$ cat src/rtl/corevx_sv32_pkg.sv
// Sv32 page-table walker shared definitions: PTE bit positions, geometry and walker states.
package corevx_sv32_pkg;

    localparam int VPN_W   = 20;
    localparam int PPN_W   = 22;
    localparam int PADDR_W = 34;

    localparam int PTE_V = 0;
    localparam int PTE_R = 1;
    localparam int PTE_W = 2;
    localparam int PTE_X = 3;
    localparam int PTE_U = 4;
    localparam int PTE_G = 5;
    localparam int PTE_A = 6;
    localparam int PTE_D = 7;

    localparam logic [1:0] RESP_OKAY = 2'd0;

    typedef enum logic [1:0] {
        ST_IDLE = 2'd0,
        ST_WALK = 2'd1,
        ST_DONE = 2'd2
    } ptw_state_e;

endpackage

$ cat src/rtl/corevx_ptw_if.sv
// Single-outstanding memory read port used by the walker to fetch PTEs.
interface corevx_ptw_if;

    logic                                 m_transaction;
    logic [corevx_sv32_pkg::PADDR_W-1:0]  m_address;
    logic                                 m_transaction_done;
    logic [1:0]                           m_transaction_response;
    logic [31:0]                          m_rdata;

    modport master (
        output m_transaction,
        output m_address,
        input  m_transaction_done,
        input  m_transaction_response,
        input  m_rdata
    );

    modport slave (
        input  m_transaction,
        input  m_address,
        output m_transaction_done,
        output m_transaction_response,
        output m_rdata
    );

endinterface

$ cat src/rtl/corevx_ptw.sv
// Sv32 two-level page-table walker: resolves a VPN via memory PTE reads and writes the TLB on success.
// Latency 2 cycles (megapage) / 3 cycles (4 KiB) plus memory wait cycles; a read is held until the memory completes it.
module corevx_ptw
    import corevx_sv32_pkg::*;
(
    input  logic                clk,
    input  logic                rst,
    input  logic [PPN_W-1:0]    satp_ppn,
    input  logic                resolve_request,
    input  logic [VPN_W-1:0]    resolve_virtual_address,
    output logic                busy,
    output logic                resolve_done,
    output logic                resolve_pagefault,
    output logic                resolve_accessfault,
    output logic [7:0]          resolve_access_bits,
    output logic [PPN_W-1:0]    resolve_physical_address,
    output logic                tlb_write,
    output logic [VPN_W-1:0]    tlb_virtual_address_w,
    output logic [7:0]          tlb_accesstag_w,
    output logic [PPN_W-1:0]    tlb_phys_w,
    corevx_ptw_if.master        mem
);

    ptw_state_e         r_state, w_state_nxt;
    logic [VPN_W-1:0]   r_vpn, w_vpn_nxt;
    logic [PPN_W-1:0]   r_base, w_base_nxt;
    logic               r_level, w_level_nxt;
    logic               r_pf, w_pf_nxt;
    logic               r_af, w_af_nxt;
    logic [7:0]         r_acc, w_acc_nxt;
    logic [PPN_W-1:0]   r_phys, w_phys_nxt;

    logic [31:0]        w_pte;
    logic               w_invalid;
    logic               w_leaf;
    logic               w_misaligned;
    logic [PPN_W-1:0]   w_leaf_phys;
    logic               w_unused_rsw;

    // PTE classification of the word returned by the current read.
    always_comb begin
        w_pte        = mem.m_rdata;
        w_invalid    = !w_pte[PTE_V] || (!w_pte[PTE_R] && w_pte[PTE_W]);
        w_leaf       = w_pte[PTE_R] || w_pte[PTE_X];
        w_misaligned = r_level && (w_pte[19:10] != 10'd0);
        w_leaf_phys  = r_level ? {w_pte[31:20], r_vpn[9:0]} : w_pte[31:10];
        w_unused_rsw = ^w_pte[9:8];
    end

    always_comb begin
        w_state_nxt = r_state;
        w_vpn_nxt   = r_vpn;
        w_base_nxt  = r_base;
        w_level_nxt = r_level;
        w_pf_nxt    = r_pf;
        w_af_nxt    = r_af;
        w_acc_nxt   = r_acc;
        w_phys_nxt  = r_phys;
        case (r_state)
            ST_IDLE: begin
                if (resolve_request) begin
                    w_vpn_nxt   = resolve_virtual_address;
                    w_base_nxt  = satp_ppn;
                    w_level_nxt = 1'b1;
                    w_state_nxt = ST_WALK;
                end
            end
            ST_WALK: begin
                if (mem.m_transaction_done) begin
                    w_state_nxt = ST_DONE;
                    w_pf_nxt    = 1'b0;
                    w_af_nxt    = 1'b0;
                    if (mem.m_transaction_response != RESP_OKAY) begin
                        w_af_nxt = 1'b1;
                    end else if (w_invalid) begin
                        w_pf_nxt = 1'b1;
                    end else if (w_leaf) begin
                        if (w_misaligned) begin
                            w_pf_nxt = 1'b1;
                        end else begin
                            w_phys_nxt = w_leaf_phys;
                            w_acc_nxt  = w_pte[7:0];
                        end
                    end else if (!r_level) begin
                        w_pf_nxt = 1'b1;
                    end else begin
                        // Pointer at level 1: descend and issue the level-0 read next cycle.
                        w_base_nxt  = w_pte[31:10];
                        w_level_nxt = 1'b0;
                        w_pf_nxt    = r_pf;
                        w_af_nxt    = r_af;
                        w_state_nxt = ST_WALK;
                    end
                end
            end
            ST_DONE: begin
                w_state_nxt = ST_IDLE;
            end
            default: begin
                w_state_nxt = ST_IDLE;
            end
        endcase
    end

    always_ff @(posedge clk) begin
        if (rst) begin
            r_state <= ST_IDLE;
            r_vpn   <= '0;
            r_base  <= '0;
            r_level <= 1'b0;
            r_pf    <= 1'b0;
            r_af    <= 1'b0;
            r_acc   <= '0;
            r_phys  <= '0;
        end else begin
            r_state <= w_state_nxt;
            r_vpn   <= w_vpn_nxt;
            r_base  <= w_base_nxt;
            r_level <= w_level_nxt;
            r_pf    <= w_pf_nxt;
            r_af    <= w_af_nxt;
            r_acc   <= w_acc_nxt;
            r_phys  <= w_phys_nxt;
        end
    end

    assign busy                     = (r_state != ST_IDLE);
    assign resolve_done             = (r_state == ST_DONE);
    assign resolve_pagefault        = r_pf;
    assign resolve_accessfault      = r_af;
    assign resolve_access_bits      = r_acc;
    assign resolve_physical_address = r_phys;
    assign tlb_write                = resolve_done && !(r_pf || r_af);
    assign tlb_virtual_address_w    = r_vpn;
    assign tlb_accesstag_w          = r_acc;
    assign tlb_phys_w               = r_phys;

    assign mem.m_transaction = (r_state == ST_WALK);
    assign mem.m_address     = {r_base, (r_level ? r_vpn[19:10] : r_vpn[9:0]), 2'b00};

endmodule

$ cat src/flat_wrapper.sv
// flat-port wrapper written by rule: the top's interface ports become plain ports
module corevx_ptw_flat import corevx_sv32_pkg::*;
  (clk, rst, satp_ppn, resolve_request, resolve_virtual_address, busy, resolve_done, resolve_pagefault, resolve_accessfault, resolve_access_bits, resolve_physical_address, tlb_write, tlb_virtual_address_w, tlb_accesstag_w, tlb_phys_w, mem_m_transaction, mem_m_address, mem_m_transaction_done, mem_m_transaction_response, mem_m_rdata);
  corevx_ptw_if mem_i ();
  input  logic clk;
  input  logic rst;
  input  logic [PPN_W-1:0] satp_ppn;
  input  logic resolve_request;
  input  logic [VPN_W-1:0] resolve_virtual_address;
  output logic busy;
  output logic resolve_done;
  output logic resolve_pagefault;
  output logic resolve_accessfault;
  output logic [7:0] resolve_access_bits;
  output logic [PPN_W-1:0] resolve_physical_address;
  output logic tlb_write;
  output logic [VPN_W-1:0] tlb_virtual_address_w;
  output logic [7:0] tlb_accesstag_w;
  output logic [PPN_W-1:0] tlb_phys_w;
  output wire logic [$bits(mem_i.m_transaction)-1:0] mem_m_transaction;
  output wire logic [$bits(mem_i.m_address)-1:0] mem_m_address;
  input wire logic [$bits(mem_i.m_transaction_done)-1:0] mem_m_transaction_done;
  input wire logic [$bits(mem_i.m_transaction_response)-1:0] mem_m_transaction_response;
  input wire logic [$bits(mem_i.m_rdata)-1:0] mem_m_rdata;
  assign mem_m_transaction = mem_i.m_transaction;
  assign mem_m_address = mem_i.m_address;
  assign mem_i.m_transaction_done = mem_m_transaction_done;
  assign mem_i.m_transaction_response = mem_m_transaction_response;
  assign mem_i.m_rdata = mem_m_rdata;
  corevx_ptw u_core (.clk(clk), .rst(rst), .satp_ppn(satp_ppn), .resolve_request(resolve_request), .resolve_virtual_address(resolve_virtual_address), .busy(busy), .resolve_done(resolve_done), .resolve_pagefault(resolve_pagefault), .resolve_accessfault(resolve_accessfault), .resolve_access_bits(resolve_access_bits), .resolve_physical_address(resolve_physical_address), .tlb_write(tlb_write), .tlb_virtual_address_w(tlb_virtual_address_w), .tlb_accesstag_w(tlb_accesstag_w), .tlb_phys_w(tlb_phys_w), .mem(mem_i));
endmodule
$ cat config.mk
export PLATFORM = sky130hd
export DESIGN_NAME = corevx_ptw_flat
export DESIGN_NICKNAME = d
export VERILOG_FILES = /design/src/rtl/corevx_sv32_pkg.sv /design/src/rtl/corevx_ptw_if.sv /design/src/rtl/corevx_ptw.sv /design/src/flat_wrapper.sv
export SDC_FILE = /design/constraint.sdc
export NUM_CORES = 1
export LEC_CHECK = 0
export CORE_MARGIN = 8
export CORE_UTILIZATION = 42
export CTS_CLUSTER_DIAMETER = 200
export CTS_CLUSTER_SIZE = 28
export DETAILED_ROUTE_END_ITERATION = 6
export HOLD_SLACK_MARGIN = 0.08
export PLACE_DENSITY = 0.86
export SYNTH_ARGS = -nofsm -noshare
export SYNTH_HDL_FRONTEND = slang
export SYNTH_SLANG_ARGS = --single-unit
export TNS_END_PERCENT = 50
$ cat constraint.sdc
create_clock -name clk -period 2.8 [get_ports clk]
set_input_delay 0.56 -clock clk [delete_from_list [all_inputs] [get_ports clk]]
set_output_delay 0.56 -clock clk [all_outputs]
set_load 0.05 [all_outputs]
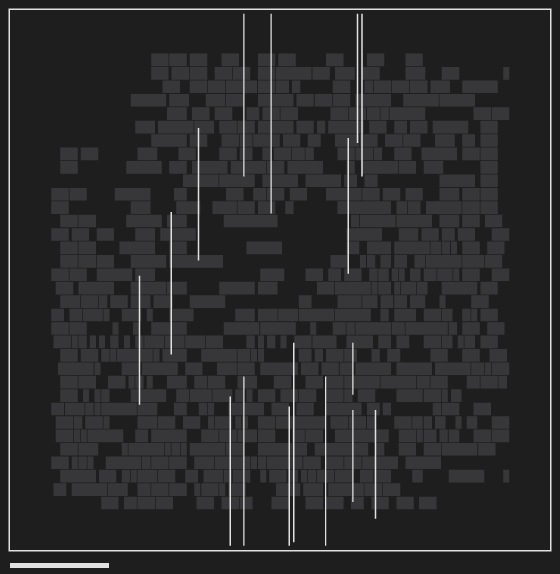
*The metal 4 layer, run 1*
The bar under the picture is 20 µm long.
main direction = vertical
share of all routed wire = 3.6%
longest straight run = 40.1 µm

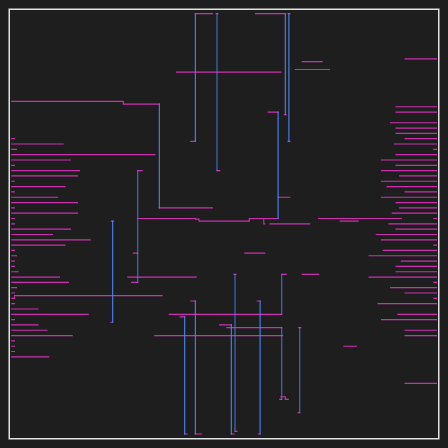
*Routed metal, one color a layer, run 1*
Two of the layers only.
metal 3 -> magenta  # wire length 1,110 µm
metal 4 -> blue  # wire length 456 µm
WL/cell: 19.6 µm
vias: 3,524
drt total wl: 12,700 µm
GRT Total Usage: 0.202

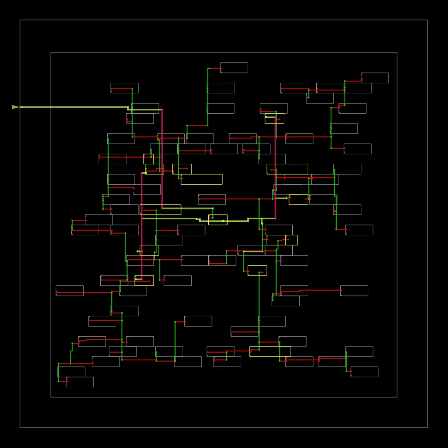
*Clock nets, run 1*
clk pwr: 1.08 mW
Clock buffer cells: 9
CTS sink cnt: 77
Flops: 77
Fin Clk Skew: 0.0149 ns

-- run 1: worst max path at each step --
stage	to	cells past startpoint	slack [ns]	startpoint
after global placement	u_core.r_base[0]$_SDFFE_PP0P_	5	0.19	mem_m_rdata[1]
after floorplan	tlb_write	2	0.36	u_core.r_state[1]$_SDFFE_PP0P_
after detailed placement	u_core.r_base[5]$_SDFFE_PP0P_	5	0.16	mem_m_rdata[1]
after CTS	tlb_write	3	0.29	u_core.r_state[1]$_SDFFE_PP0P_
final	tlb_write	3	0.32	u_core.r_state[1]$_SDFFE_PP0P_
after global routing	tlb_write	3	0.20	u_core.r_state[1]$_SDFFE_PP0P_
-- run 1: power groups by stage --
stage	Sequential [mW]	Clock, mW	Combinational (mW)
finish	1.23	1.08	1.01
global route	1.23	1.15	1.06
CTS	1.22	1.10	1.01
detailed placement	1.25	0	1.00
global placement	1.24	0	0.990
floorplan	1.49	0	0.368
-- run 1: kinds of logic (layout without fill, tap and decap cells) --
kind of cell    after synthesis  after routing  share of synthesized area
flops                        77             77                      0.421
buf+inv                      66            231                      0.111
simple gates                 88             88                      0.136
compound gates              101            101                      0.210
mux                          42             42                      0.122
other cells                   1              2                    0.00102
-- run 1: flip-flops by register name (all words and copies together) (netlist names) --
register / flops
u_core.r_base: 22
u_core.resolve_physical_address: 22
u_core.tlb_virtual_address_w: 20
u_core.resolve_access_bits: 8
u_core.r_state: 2
u_core.r_level: 1
u_core.resolve_accessfault: 1
u_core.resolve_pagefault: 1
-- run 1: area by class of cell --
cell class / count / area, µm²
inverters: 4 / 15.0
flip-flops and latches: 77 / 1540
repair buffers: 212 / 2070
multi-input cells: 233 / 1730
clock inverters: 6 / 136
clock buffers: 9 / 124
well taps: 108 / 135
fillers: 691 / 2840
-- run 1: worst register-to-register path: stages (launching register included) --
cell and delay, ns:
dfxtp_1 0.38, nand2b_1 0.12, buf_4 0.25, a31o_2 0.16, and2_1 0.68, a211oi_1 0.18
-- run 1: synth_stat cells, drive strengths merged, types with 2 or more instances --
cell    number  share of area
and2         2         0.0034
nand3        5         0.0068
mux2        20          0.061
a32o        25          0.077
nor2b        5         0.0085
inv          4         0.0041
nor4         2         0.0092
or4b         8          0.022
nor2         4         0.0041
nand2       47          0.048
nand4        5         0.0085
mux2i       22          0.060
clkbuf      16          0.016
dfxtp       77           0.42
a211oi      24          0.053
buf         46          0.090
nand2b       2         0.0034
a21o         2         0.0061
a21oi       44          0.060
-- run 1: per-layer routing --
layer  vias to the layer above  wire length [µm]  global-route usage
met5                         -                 0                   0
met4                         0               455              0.0916
met3                        35              1110              0.0657
met2                       143              6330               0.350
met1                      1682              4820               0.220
li1                       1664                 -                   -
==> flow_metrics.tcl, run 1 <==
# flow metrics
set metrics [dict create \
    status "finished clean" \
    ys_seq_share 0.421 \
    die_w_um 109 \
    cp.arrival_ns 1.92 \
    drive_above_1_share 0.166 \
    cp_slowest_cell "clkdlybuf4s50_1" \
    reg2reg_slack_ns 0.87 \
    power_switching_mw 1.08 \
    worst_pin_slew_ns 0.852 \
    cts_buffers 9 \
    routabilityCongestion 0.828 \
    fin_crit_ns 2.48 \
    timing.final.crit_share 0.887 \
    rows 34 \
    whs_path_depth 2 \
    path_delay_family "buffers and inverters" \
    hp-class "reg2reg" \
    ys.flop_type "dfxtp_1" \
    power_frac_clock 0.327 \
    synth.avg_cell_area_um2 9.77 \
    worstPathRequired_ns 2.24 \
    crit_type "reg2out" \
    slew_headroom 0.432 \
    ios 200 \
    r2r-start "u_core.r_state[1]$_SDFFE_PP0P_" \
    yosysUniqueCellTypes 42 \
    power.density_mw_per_mm2 577 \
    synth-cells-yosys 375 \
    antenna_cells 0 \
    layout_top_cells "clkdlybuf4s50_1 (183), dfxtp_1 (77), nand2_1 (47)" \
    p_int_mw 2.24 \
    dp_slack_ns 0.156 \
    hold_viol 0 \
    tns_ns 0 \
    synthArstFlopShare 0 \
    layout.cells.most_common "clkdlybuf4s50_1" \
    chip_area_mm2 0.0120 \
    power_leakage_nw 2.33 \
    min_to "u_core.tlb_virtual_address_w[16]$_SDFFE_PP0P_" \
    area_growth_syn_to_layout_pct 56.9 \
    fin_cells 649 \
    synth-edff-count 0 \
    rr_worst_depth 5 \
    critPathMaxStageDelay_ns 0.83 \
    seq_power_share 0.369 \
    yosys_area_mm2 0.00366 \
    rsz0062_at_grt "false" \
    place_area_mm2 0.00549 \
    comb_power_share 0.304 \
    hold_ws_ns 0.473 \
    peakVddDrop_v 0.000320 \
    postCtsHoldBufs 0 \
    core_area_mm2 0.00859 \
    end_kind "primary output" \
    fin_ws_ns 0.317 \
    die_y_um 109 \
    dr.pass1.iters 4 \
    htreeDepth 3 \
    timing.critical_path.buf_inv 1 \
    finalNetCount 617 \
    drt-vias-per-instance 5.43 \
    hpwl_um 9740 \
    total_power_mw 3.32 \
    tool_warnings 28 \
    drtAntennaViolNets 0 \
    syn_inst 375 \
    ys_ff 77 \
    path_cells "nor2b_1 -> nor3b_2 -> clkdlybuf4s50_1" \
    grt_max_degree 42 \
    drcViolationCount 0 \
    fmaxAchievable_mhz 403 \
    grt.overflow.total 0 \
    sw_frac_of_total 0.325 \
    cts_setup_buffers 0 \
    grt_pass1_wl_um 18900 \
    clk_pin_slew_ns 0.09 \
    core_util_floorplan 0.426 \
    grt_pass1_vias 3656 \
    drv_slew 0 \
    antenna_found_initial 0 \
    start_kind "flip-flop" \
    placed_cells 634 \
    rr_endpoint "u_core.r_base[14]$_SDFFE_PP0P_" \
]
### Signal wires on met2, run 1

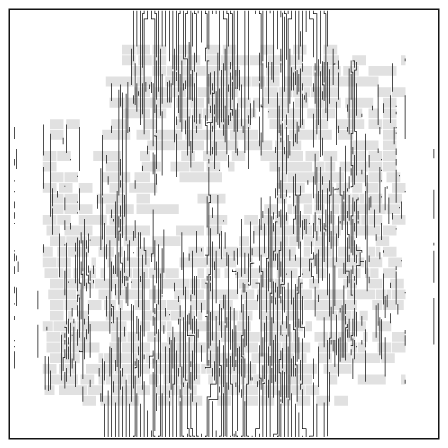

==> inputs of run 2 (changes only) <==
==> constraint.sdc (replaced) <==
create_clock -name clk -period 3.1 [get_ports clk]
set_input_delay 0.62 -clock clk [delete_from_list [all_inputs] [get_ports clk]]
set_output_delay 0.62 -clock clk [all_outputs]
set_load 0.05 [all_outputs]
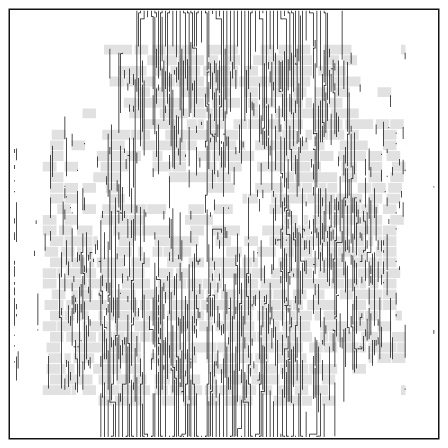
*Signal wires on met2, run 2*
share of all routed wire = 52%
longest straight run = 41.1 µm
GRT met2 Usage: 0.366
drt total wl: 12,700 µm
vias: 3,485

==> run 2 against run 1 <==
Compared with the run above:
- via count shrank 1.1%
- cell count decreased by 0.46%
- clock power fell by 32%
- routed wire length barely moved
- utilization is 1.2 points lower
- global-route usage rose by 0.26 points
- synthesized cell count unchanged
- worst setup slack better by 0.046 ns
- largest cell class unchanged
==> flow_metrics.tcl, run 2 <==
# flow metrics
set metrics [dict create \
    power_frac_clock 0.266 \
    ys.flop_type "dfxtp_1" \
    p_int_mw 1.77 \
    yosys.area.top_type_share 0.421 \
    seq_power_share 0.404 \
    die_y_um 109 \
    grt_pass1_vias 3617 \
    top_area_cell "dfxtp_1" \
    cts_setup_buffers 0 \
    yosysUniqueCellTypes 42 \
    routabilityCongestion 0.839 \
    synth-cells-yosys 375 \
    comb_power_share 0.330 \
    grt_max_degree 34 \
    tool_warnings 28 \
    yosys_area_mm2 0.00366 \
    postCtsHoldBufs 0 \
    tns_ns 0 \
    rsz0062_at_grt "false" \
    r2r-start "u_core.r_state[1]$_SDFFE_PP0P_" \
    end_kind "primary output" \
    drv_slew 0 \
    register_area_mm2 0.00154 \
    top_cells_by_area "dfxtp_1 (42%), a32o_2 (7.7%), buf_4 (7.0%)" \
    fin_ws_ns 0.362 \
    core_area_mm2 0.00859 \
    timing.critical_path.buf_inv 2 \
    die_w_um 109 \
    power_leakage_nw 2.25 \
    cts.sinks 77 \
    htreeDepth 3 \
    min_to "u_core.tlb_virtual_address_w[11]$_SDFFE_PP0P_" \
    cp.arrival_ns 2.12 \
    drt-vias-per-instance 5.39 \
    fill_cells 692 \
    drtAntennaViolNets 0 \
    fmaxAchievable_mhz 365 \
    comb_area_mm2 0.00172 \
    antenna_cells 0 \
    drcViolationCount 0 \
    worstPathRequired_ns 2.48 \
    fin_crit_ns 2.74 \
    sw_frac_of_total 0.352 \
    rr_endpoint "u_core.resolve_physical_address[21]$_SDFFE_PP0P_" \
    power.density_mw_per_mm2 485 \
    synthArstFlopShare 0 \
    peakVddDrop_v 0.000276 \
    reg2reg_slack_ns 1.15 \
    fin_cells 646 \
    synth-edff-count 0 \
    syn_inst 375 \
    timing.final.crit_share 0.883 \
    cts_buffers 9 \
    clk_pin_slew_ns 0.08 \
    layout.cells.most_common "clkdlybuf4s50_1" \
    ys_ff 77 \
    ys_seq_share 0.421 \
    slew_headroom 0.234 \
    path_depth 3 \
    start_kind "flip-flop" \
    rr_worst_depth 4 \
    worst_pin_slew_ns 1.15 \
    layout_top_cells "clkdlybuf4s50_1 (193), dfxtp_1 (77), nand2_1 (47)" \
    critPathMaxStageDelay_ns 0.71 \
    drive_above_1_share 0.138 \
    rows 34 \
    hold_viol 0 \
    status "finished clean" \
    chip_area_mm2 0.0120 \
    dp_slack_ns 0.131 \
    ios 200 \
    antenna_found_initial 0 \
    hpwl_um 9700 \
    area_growth_syn_to_layout_pct 54.0 \
    crit_type "reg2out" \
    core_util_floorplan 0.426 \
    finalNetCount 614 \
    path_cells "buf_4 -> mux2_2 -> clkdlybuf4s50_1" \
    cp_slowest_cell "clkdlybuf4s50_1" \
    hp-class "reg2reg" \
]
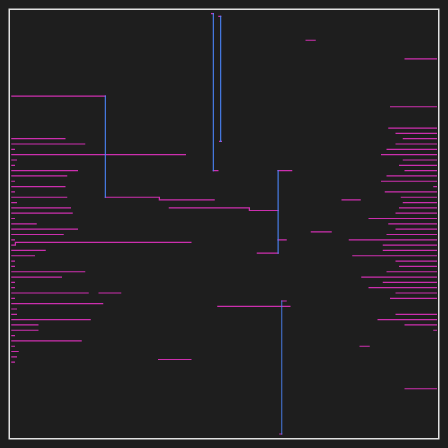
*Routed metal, one color a layer, run 2*
Two of the layers only.
metal 4 -> blue  # wire length 153 µm
metal 3 -> magenta  # wire length 1,010 µm
WL/cell: 19.7 µm
GRT Total Usage: 0.205

==> run 2: worst max-delay path by stage <==
stage | from | to
floorplan | u_core.r_state[1]$_SDFFE_PP0P_ | tlb_write
global placement | mem_m_rdata[18] | u_core.resolve_physical_address[12]$_SDFFE_PP0P_
detailed placement | mem_m_rdata[18] | u_core.resolve_physical_address[21]$_SDFFE_PP0P_
CTS | u_core.r_level$_SDFFE_PP0P_ | mem_m_address[4]
global route | u_core.r_level$_SDFFE_PP0P_ | mem_m_address[9]
finish | u_core.r_level$_SDFFE_PP0P_ | mem_m_address[5]
==> run 2: area by class of cell <==
cell class / count / share of cell area
multi-input combinational: 233 / 0.305
tap: 108 / 0.0239
sequential: 77 / 0.273
clock buffer: 11 / 0.0233
inverter: 4 / 0.00266
timing repair buffer: 209 / 0.363
clock inverter: 4 / 0.00887
==> run 2: logic make-up after synthesis <==
| logic type | Yosys count | synth area share |
|---|---|---|
| flops | 77 | 0.421 |
| compound gates | 101 | 0.210 |
| other cells | 1 | 0.00102 |
| simple gates | 88 | 0.136 |
| buf+inv | 66 | 0.111 |
| mux | 42 | 0.122 |
==> run 2: through the flow <==
step           total power [mW]  instance area, µm²  hold slack, ns
2_1_floorplan              1.68                3670           0.646
3_3_place_gp               2.02                5460           0.456
3_5_place_dp               2.03                5460           0.463
4_1_cts                    2.76                5640           0.475
5_1_grt                    2.86                5640           0.499
6_report                   2.74                5640           0.471
==> run 2: power groups by stage <==
stage / clock (mW) / sequential, mW / combinational (mW)
after global placement: 0 / 1.12 / 0.891
after floorplan: 0 / 1.35 / 0.332
after CTS: 0.746 / 1.10 / 0.908
after detailed placement: 0 / 1.13 / 0.905
final: 0.729 / 1.11 / 0.903
after global routing: 0.788 / 1.11 / 0.953
==> run 2: routing by layer <==
| metal | share of wire | GRT usage | vias up |
|---|---|---|---|
| met5 | 0 | 0 | - |
| met4 | 0.012 | 0.0501 | 0 |
| met3 | 0.079 | 0.0645 | 12 |
| met2 | 0.52 | 0.366 | 112 |
| met1 | 0.39 | 0.231 | 1693 |
| li1 | - | - | 1668 |
==> run 2: worst reg2reg max path, cell delays in order (launching register included) <==
cell	delay, ns
dfxtp_1	0.34
nand3b_1	0.21
nand4b_4	0.21
a211oi_4	0.90
a32o_2	0.25
### Clock nets, run 2

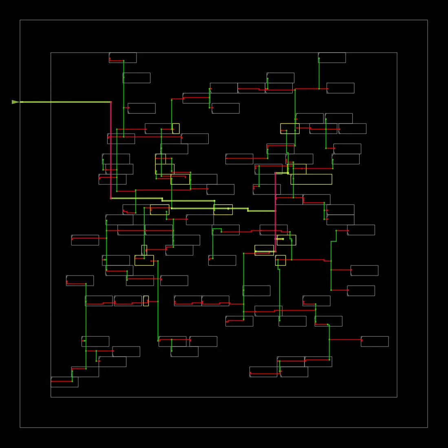

==> inputs of run 3 (changes only) <==
--- a/config.mk
+++ b/config.mk
@@ -6,12 +6,13 @@
 export NUM_CORES = 1
 export LEC_CHECK = 0
 export CORE_MARGIN = 8
-export CORE_UTILIZATION = 42
+export CORE_UTILIZATION = 33
 export CTS_CLUSTER_DIAMETER = 200
 export CTS_CLUSTER_SIZE = 28
 export DETAILED_ROUTE_END_ITERATION = 6
 export HOLD_SLACK_MARGIN = 0.08
-export PLACE_DENSITY = 0.86
+export PLACE_DENSITY = 0.7
+export REMOVE_ABC_BUFFERS = 1
 export SYNTH_ARGS = -nofsm -noshare
 export SYNTH_HDL_FRONTEND = slang
 export SYNTH_SLANG_ARGS = --single-unit
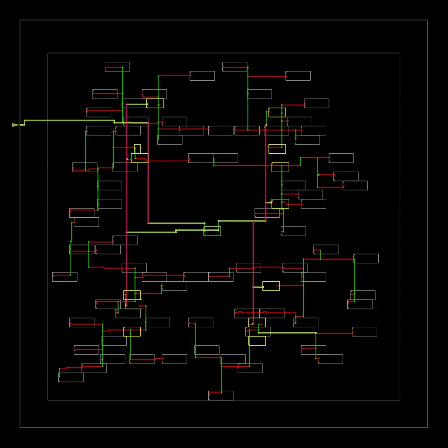
*Clock nets, run 3*
Latency at later pin: 0.34 ns
clk pwr: 0.725 mW

==> run 3 against run 2 <==
Compared with the run above:
- die area is 23% higher
- via count is 1.3% lower
- routed wire length decreased by 2.0%
- hold slack better by 0.0013 ns
- global-route usage decreased by 4.2 points
- fmax rose by 1.8%
- critical path depth unchanged
- register-to-register slack gained 0.04 ns
- largest cell class unchanged
- highest routed layer unchanged
==> flow_metrics.tcl, run 3 <==
# flow metrics
set metrics [dict create \
    peakVddDrop_v 0.000283 \
    cts_buffers 9 \
    grt.overflow.total 0 \
    power.density_mw_per_mm2 481 \
    synth.avg_cell_area_um2 9.77 \
    crit_type "reg2out" \
    hp-class "reg2reg" \
    antenna_cells 0 \
    synthArstFlopShare 0 \
    htreeDepth 3 \
    cp.arrival_ns 2.07 \
    ys_seq_share 0.421 \
    comb_power_share 0.333 \
    fin_skew_ns 0.00606 \
    grt_pass1_vias 3504 \
    setup_violations 0 \
    grt_pass1_wl_um 19000 \
    layout_top_cells "clkdlybuf4s50_1 (193), dfxtp_1 (77), nand2_1 (47)" \
    cts_resized 0 \
    timing.final.crit_share 0.868 \
    power_leakage_nw 2.26 \
    core_area_mm2 0.0108 \
    fmaxAchievable_mhz 372 \
    worstPathRequired_ns 2.48 \
    ys_ff 77 \
    ys_top_cells_by_count "dfxtp_1 (77), nand2_1 (47), a21oi_1 (44), buf_4 (34), a32o_2 (25)" \
    worst_pin_slew_ns 0.617 \
    power_switching_mw 0.958 \
    synth_top_cell_by_count "dfxtp_1" \
    critPathMaxFanout 23 \
    fill_cells 1014 \
    yosys_area_mm2 0.00366 \
    area_growth_syn_to_layout_pct 55.5 \
    slew_headroom 0.588 \
    syn_area_mm2 0.00366 \
    start_kind "flip-flop" \
    synth-edff-count 0 \
    tool_warnings 27 \
    power_frac_clock 0.265 \
    clk_pin_slew_ns 0.07 \
    top_cells_by_area "dfxtp_1 (42%), a32o_2 (7.7%), buf_4 (7.0%)" \
    rows 38 \
    status "finished clean" \
    ios 200 \
    stdcell_area_mm2 0.00570 \
    top_area_cell "dfxtp_1" \
    seq_power_share 0.402 \
    port_buffers 195 \
    ctsLongestPathBuffers 2 \
    drt-initial-drc-count 118 \
    total_power_mw 2.74 \
    cts_root_buf "clkbuf_8" \
    finalNetCount 612 \
    ys_warn_count 0 \
    sw_frac_of_total 0.350 \
    postCtsHoldBufs 0 \
    core_util_floorplan 0.338 \
    hold_ws_ns 0.472 \
    hold_viol 0 \
    synth-cells-yosys 375 \
    tns_ns 0 \
    drv_cap 0 \
    p_int_mw 1.78 \
    via_count 3441 \
    fin_crit_ns 2.69 \
    rr_worst_depth 6 \
    ys.flop_type "dfxtp_1" \
    drv_slew 0 \
    rsz0062_at_grt "false" \
    drt-vias-per-instance 5.10 \
    die_w_um 121 \
    drt-total-wl_um 12500 \
    chip_area_mm2 0.0147 \
    whs_path_depth 2 \
    tritoncts "done" \
    hpwl_um 9200 \
    syn_inst 375 \
    yosysUniqueCellTypes 42 \
    cts.sinks 77 \
    fin_util 0.525 \
    drtAntennaViolNets 0 \
    cts_setup_buffers 0 \
    dr.pass1.iters 5 \
    end_kind "primary output" \
    antenna_found_initial 0 \
    grt_max_degree 33 \
    drive_above_1_share 0.136 \
    routabilityCongestion 0.729 \
    layout.cells.most_common "clkdlybuf4s50_1" \
    place_area_mm2 0.00551 \
    yosys.area.top_type_share 0.421 \
    drcViolationCount 0 \
    die_y_um 121 \
]
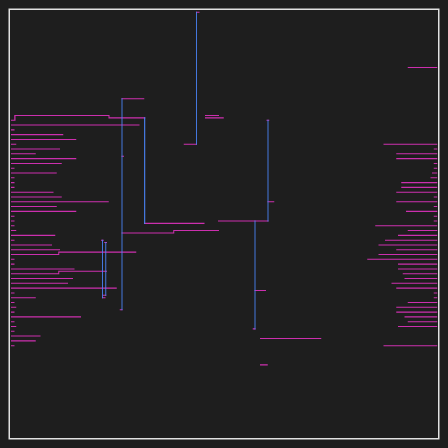
*Routed metal, one color a layer, run 3*
Two of the layers only.
metal 3 -> magenta  # wire length 957 µm
metal 4 -> blue  # wire length 218 µm
WL/cell: 18.5 µm
GRT Total Usage: 0.162

-- run 3: netlist changes by cell type in the layout (fill, tap and decap cells not counted) --
cell and delta:
bufinv_16 -1, buf_12 +2, clkbuf_1 -2, buf_4 -4, clkbuf_8 +4, clkinvlp_4 -2
-- run 3: cell families (layout without fill, tap and decap cells) --
| logic type | Yosys count | after routing | synth area share |
|---|---|---|---|
| flip-flops | 77 | 77 | 0.421 |
| AND/OR/NAND/NOR | 88 | 88 | 0.136 |
| other | 1 | 2 | 0.00102 |
| buffers and inverters | 66 | 225 | 0.111 |
| multiplexers | 42 | 42 | 0.122 |
| AND-OR/OR-AND | 101 | 101 | 0.210 |
-- run 3: critical path, cell delays in order, from the launching register on --
cell and delay [ns]:
dfxtp_1 0.31, buf_4 0.31, mux2_2 0.38, clkdlybuf4s50_1 0.71
-- run 3: area by class of cell --
class                   instances  area, µm²  area share
repair buffers                207       2060       0.362
clock inverters                 1       5.00    0.000879
clock buffers                  13        179      0.0314
flip-flops and latches         77       1540       0.271
inverters                       4       15.0     0.00264
well taps                     140        175      0.0308
multi-input cells             233       1720       0.302
-- run 3: routing by layer --
layer | up-vias | global-route usage | routed length, µm
li1 | 1660 | - | -
met1 | 1651 | 0.181 | 5130
met2 | 112 | 0.279 | 6160
met3 | 18 | 0.0558 | 956
met4 | 0 | 0.0586 | 217
met5 | - | 0 | 0
-- run 3: worst paths after layout --
kind | start | to | slack (ns)
hold / removal | u_core.tlb_virtual_address_w[17]$_SDFFE_PP0P_ | u_core.tlb_virtual_address_w[17]$_SDFFE_PP0P_ | 0.47
setup reg to reg | u_core.r_level$_SDFFE_PP0P_ | u_core.r_base[19]$_SDFFE_PP0P_ | 1.19
hold reg to reg | u_core.tlb_virtual_address_w[17]$_SDFFE_PP0P_ | u_core.tlb_virtual_address_w[17]$_SDFFE_PP0P_ | 0.47
setup / recovery | u_core.r_level$_SDFFE_PP0P_ | mem_m_address[4] | 0.41
-- run 3: power groups by stage --
stage / registers [mW] / clock network (mW) / logic [mW]
floorplan: 1.36 / 0 / 0.289
global placement: 1.12 / 0 / 0.911
detailed placement: 1.12 / 0 / 0.918
CTS: 1.10 / 0.747 / 0.920
global route: 1.11 / 0.791 / 0.963
finish: 1.10 / 0.725 / 0.913
-- run 3: stage by stage --
step	setup slack [ns]	cells
final	0.409	675
after global routing	0.331	675
after CTS	0.381	675
after detailed placement	0.329	661
after global placement	0.399	661
after floorplan	0.150	314

==> notes/layouts.md <==
Pictures saved along the way, in no particular order.

Cell sizes after repair.
The bar under the picture is 20 µm long.
picture 1
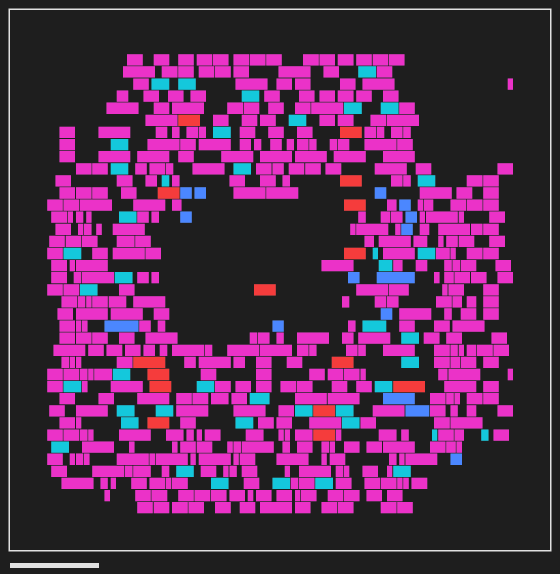
picture 2
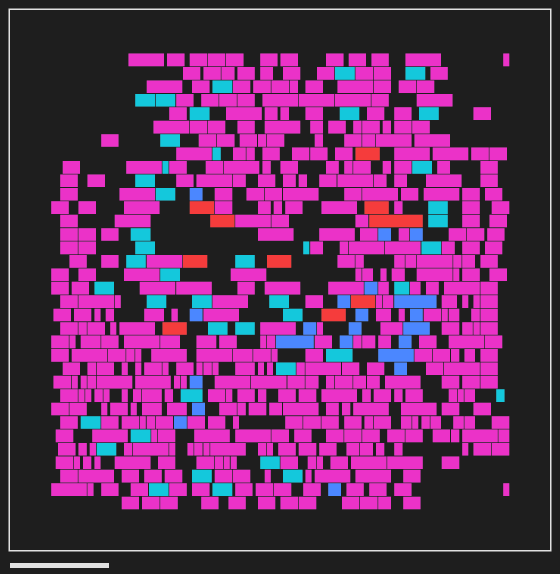
Picture 1 comes from run 3.
Picture 2 comes from run 2.
Of these, largest die: picture 1

Key to picture 2:
_2 cells -> cyan  # cells 43, share 8.0%
_6 and larger -> red  # cells 10, share 1.9%
_0 and _1 cells -> magenta  # cells 464, share 86%
_3 and _4 cells -> blue  # cells 21, share 3.9%

Power and IR drop assume default switching activity.
